==> config.mk <==
export PLATFORM = sky130hd
export DESIGN_NAME = fix_ari_addsub_pipe
export DESIGN_NICKNAME = d
export VERILOG_FILES = /design/src/rtl/fix_ari_pkg.sv /design/src/rtl/fix_ari_sat_lane.sv /design/src/rtl/fix_ari_addsub_pipe.sv
export SDC_FILE = /design/constraint.sdc
export NUM_CORES = 1
export LEC_CHECK = 0
export ABC_AREA = 1
export CAP_MARGIN = 20
export CORE_AREA = 2 2 242 244
export CTS_BUF_LIST = sky130_fd_sc_hd__clkbuf_8
export DETAILED_ROUTE_END_ITERATION = 7
export DIE_AREA = 0 0 244 246
export PLACE_DENSITY = 0.58
export SYNTH_ARGS = -nofsm -noshare
export SYNTH_HDL_FRONTEND = slang
export SYNTH_HIERARCHICAL = 1
export SYNTH_SLANG_ARGS = --single-unit
==> constraint.sdc <==
create_clock -name clk -period 7.4 [get_ports clk]
set_clock_uncertainty 0.05 [all_clocks]
set_input_delay 1.48 -clock clk [delete_from_list [all_inputs] [get_ports clk]]
set_output_delay 1.48 -clock clk [all_outputs]
set_load 0.02 [all_outputs]
Run 1, routed clock nets over the placement:
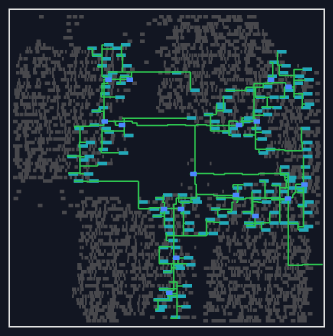
Key: green = clock wires [length 2,410 um]; blue = clock drivers [count 17]; cyan = flip-flops [count 163]
There are 18 routed clock nets.
clock group total power: 0.000615 W
clock latency of the later-clocked register in the worst-skew pair: 490 ps
Clock power frac: 0.177

Run 1, sizing map:
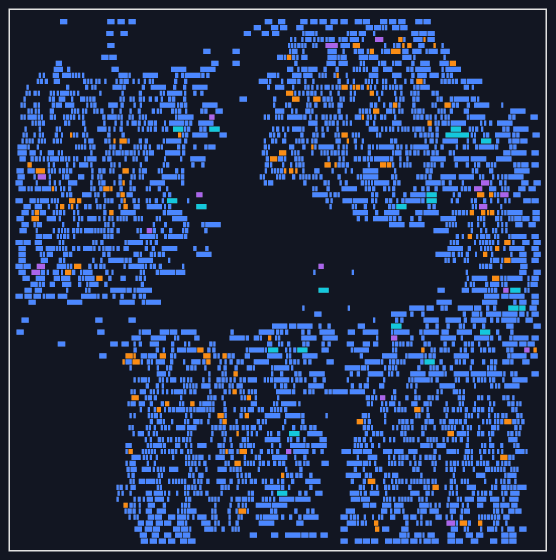
Key: blue = _0 and _1 cells [cells 2,906, share 95%]; cyan = _6 and larger [cells 21, share 0.69%]; orange = _2 cells [cells 114, share 3.7%]; purple = _3 and _4 cells [cells 19, share 0.62%]
PnR worst setup slack: 2631 ps
Buffers, non-clock: 226
Layout area overhead: 18.18%
post-route design area: 20,160 sq um

Run 1, signal wires on met3:
Cells faint in the background.
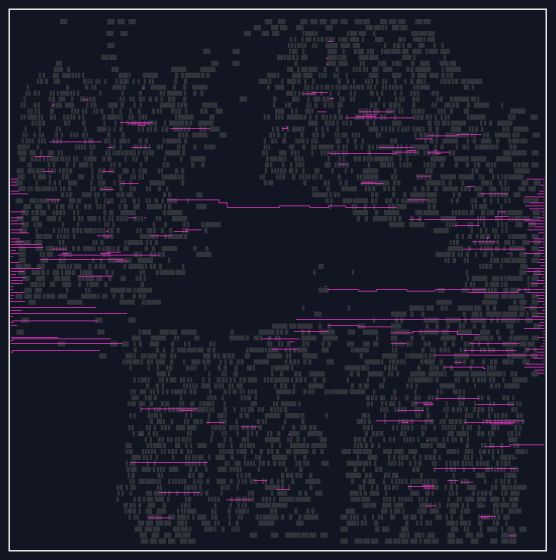
The longest straight run is 113 um. The wires run mostly horizontal. 199 nets have wire on it. The layer holds 4.3% of the routed length. The layer carries 2,290 um of wire.
total detailed-routing wirelength: 53,230 um
via count: 17,950
met3 Usage GRT: 0.02680

==> run summary <==
The synthesis and PnR run went through. The tree is rooted in a sky130_fd_sc_hd__clkbuf_8. As logged by OpenROAD, the buffers inserted on ports number approximately 220. According to the timing report, the arrival time at the worst endpoint equals around 3200 ps. Logic area landed at 11,480 sq um. Checking hold timing, the worst path is listed with class flop to flop. The netlist uses around 45 different library cells. The worst-case IR drop observed on VDD is roughly 130 uV. Number of standard-cell rows in the floorplan landed at 88. Register bit total from synthesis landed at 163.

Top achievable clock speed landed at 209.7 MHz. Summed over all failing endpoints, the final setup total negative slack is 0 ps. After the last flow step, the layout net total stands at about 3,300. Width of the die landed at between 200 and 250 um. The flow ran to the end, and the final reports show no timing, DRC or antenna violations.

In the hold timing report, the worst path depth is 2. After synthesis, the cell types taking the most area are sky130_fd_sc_hd__dfxtp_1 (19%), sky130_fd_sc_hd__nand2_1 (17%), sky130_fd_sc_hd__ha_1 (10%). The worst pin sits at a relative slew slack of 0.3400.

Number of gates given a new drive strength after cts landed at 0. The routed design shows a via density per instance of approximately 4.7. Summing all flip-flop and latch instances after layout gives ~3300 sq um. Number of pins with negative max-slew slack in the final report landed at 0. Clock period minus final worst setup slack landed at 4769 ps. Hold-check failures listed in the final report amount to 0. Detailed-placement wirelength estimate landed at between 40,000 and 50,000 um. Total cells reported by yosys after synthesis landed at 2,876.

Die span in y landed at approximately 250 um. The cell area that synthesis handed to floorplanning was 17,060 sq um. The initial utilization of the core area, before any placement, comes to 0.2973. Per the gpl log, the routability congestion estimate is between 0.8 and 0.9. For the pin with the worst max-slew slack, the measured transition is 990.0 ps.

The pre-CTS setup check shows a worst slack of ~2300 ps. The iteration count recorded for the first detailed-route pass is 5. TritonCTS built the clock tree.

Number of placed I/O pins landed at about 220. Wire length of the first global-routing pass landed at slightly below 90,000 um. Averaged over all synthesized cells, the footprint is between 5 and 6 sq um.

In this run the deepest clock path goes through 2 buffers. The worst setup path is launched from an input port. STA classifies the critical path endpoint as an output port. Number of clock sinks landed at ~160. Worst reg-to-reg path cell count landed at 7. The share of the Yosys chip area taken by registers is 0.1913. Data required time of the worst path landed at slightly below 6000 ps. The placed instances occupy a cell area of 19,790 sq um. The detail route stage leaves a number of antenna-violating nets equal to 0. CTS built an H-tree with a depth of 4. Flip-flop count of the largest register, all copies and words added landed at about 68. Number of synthesis warnings landed at 6. Via count of the first global-routing pass landed at about 17,000. Setup repair after global routing left no endpoint under its margin.

Per-cell routed wire length landed at approximately 14 um. Global-route usage over all layers landed at 0.1775. Dividing total power by cell area gives a power density of 172.6 nW/um^2. Cell count after synthesis landed at between 2,000 and 3,000. Max fanout on the critical path was recorded as 74.

The setup path with the least slack is of type input port to output port. The number of antenna violations at the first check in global routing came to 0. Clock buffer count from CTS landed at 17. The final report lists the setup-violating endpoint count as 0. In the finished design, the share of the clock period the worst path needs comes to 0.6445. Residual overflow from global routing landed at 0. DRC violation count after routing landed at 0. In this run the register-to-register setup slack is around 4600 ps.

Number of hold buffers added after cts landed at 0. Number of logged tool warnings landed at 37. The run reported a max-capacitance violation count of 0. Per the layout report, the design carries around 6,400 filler cells. Violation tally from detailed-route iteration zero landed at about 940. Fraction of synthesized cell area taken by the top area cell type landed at 0.1913. Pin count of the biggest net entering global routing landed at 105. In the final layout, the share of cells above drive strength 1 is 0.05033. The die covers around 60,000 sq um.

Looking at the worst setup and hold paths, the clock pins of their registers show a slew of about 80 ps. The script extracted a total leakage power of around 10 nW. The region available for standard cell placement spans 57,370 sq um. Buffer count from post-CTS setup fixing landed at 0. The biggest area contributor in the post-synthesis netlist is sky130_fd_sc_hd__dfxtp_1.

According to the Yosys statistics, the synthesized design has a chip area of ~17,000 sq um. Net count of the mapped netlist landed at 3,160.
run 1: power by group:
part	internal (W)	switching (W)	total, W
logic	0.000674	0.00110	0.00177
registers	0.00101	0.0000822	0.00109
clock network	0.000276	0.000339	0.000615
run 1: final cells by class:
cell class              count  area share
clock buffers              19     0.01297
diodes                      1   0.0001241
inverters                 493     0.09205
repair buffers            226      0.1114
well taps                 765     0.04749
multi-input cells        2147      0.5695
flip-flops and latches    163      0.1619
clock inverters            12    0.004656
run 1: synthesized netlist by cell type, drive strengths merged:
cell type / instances
a31oi: 2
nor4: 1
or2: 1
clkbuf: 47
nand3b: 28
clkinv: 2
inv: 491
nand4: 17
o21bai: 9
nor3: 32
fa: 8
xnor2: 21
nor2: 226
dfxtp: 163
o31ai: 9
nand2: 821
a211oi: 1
o211ai: 19
nand3: 220
buf: 25
xor2: 55
dlygate4sd1: 1
a21oi: 274
ha: 141
o21ai: 254
and2: 7
o21a: 1
run 1: critical path, stage by stage:
cell                              delay, ps
sky130_fd_sc_hd__clkdlybuf4s50_1        480
sky130_fd_sc_hd__nor2_1                 110
sky130_fd_sc_hd__inv_6                  410
sky130_fd_sc_hd__clkdlybuf4s50_1        720
run 1: cell families after synthesis:
group / Yosys count / synth area share
AND/OR/NAND/NOR: 1353 / 0.3429
buffers and inverters: 566 / 0.1357
AND-OR/OR-AND: 569 / 0.1782
adder cells (fa/ha/maj): 149 / 0.1128
XOR/XNOR: 76 / 0.03903
flip-flops: 163 / 0.1913
run 1: per-stage QoR:
step                total power [W]  std cells  hold WS, ps  utilization
global route               0.003799       3825        428.2       0.3513
global placement           0.002874       3793        403.7       0.3450
CTS                        0.003515       3824        419.2       0.3512
finish                     0.003479       3826        419.8       0.3514
floorplan                  0.002304       2876        380.2            -
detailed placement         0.002879       3793        407.3       0.3450
run 1: placed cells by master, fill, tap and decap left out, types with 20 or more instances in the layout:
| master | netlist | layout |
|---|---|---|
| sky130_fd_sc_hd__a21oi_1 | 253 | 253 |
| sky130_fd_sc_hd__a21oi_2 | 21 | 21 |
| sky130_fd_sc_hd__clkdlybuf4s50_1 | 0 | 220 |
| sky130_fd_sc_hd__dfxtp_1 | 163 | 163 |
| sky130_fd_sc_hd__ha_1 | 141 | 141 |
| sky130_fd_sc_hd__inv_1 | 467 | 469 |
| sky130_fd_sc_hd__inv_2 | 24 | 24 |
| sky130_fd_sc_hd__nand2_1 | 789 | 789 |
| sky130_fd_sc_hd__nand2_2 | 30 | 30 |
| sky130_fd_sc_hd__nand3_1 | 210 | 210 |
| sky130_fd_sc_hd__nand3b_1 | 28 | 28 |
| sky130_fd_sc_hd__nor2_1 | 211 | 211 |
| sky130_fd_sc_hd__nor3_1 | 20 | 20 |
| sky130_fd_sc_hd__o21ai_0 | 248 | 248 |
| sky130_fd_sc_hd__xnor2_1 | 21 | 21 |
| sky130_fd_sc_hd__xor2_1 | 55 | 55 |
run 1: metal layers:
| metal | track usage | vias up | share of wire |
|---|---|---|---|
| met3 | 0.02680 | 45 | 0.043 |
| met4 | 0.03551 | 0 | 0.013 |
| met2 | 0.2987 | 348 | 0.46 |
| met5 | 0 | - | 0 |
| met1 | 0.2398 | 8002 | 0.49 |
| li1 | - | 9551 | - |
Power is estimated from default activity; no workload was simulated.
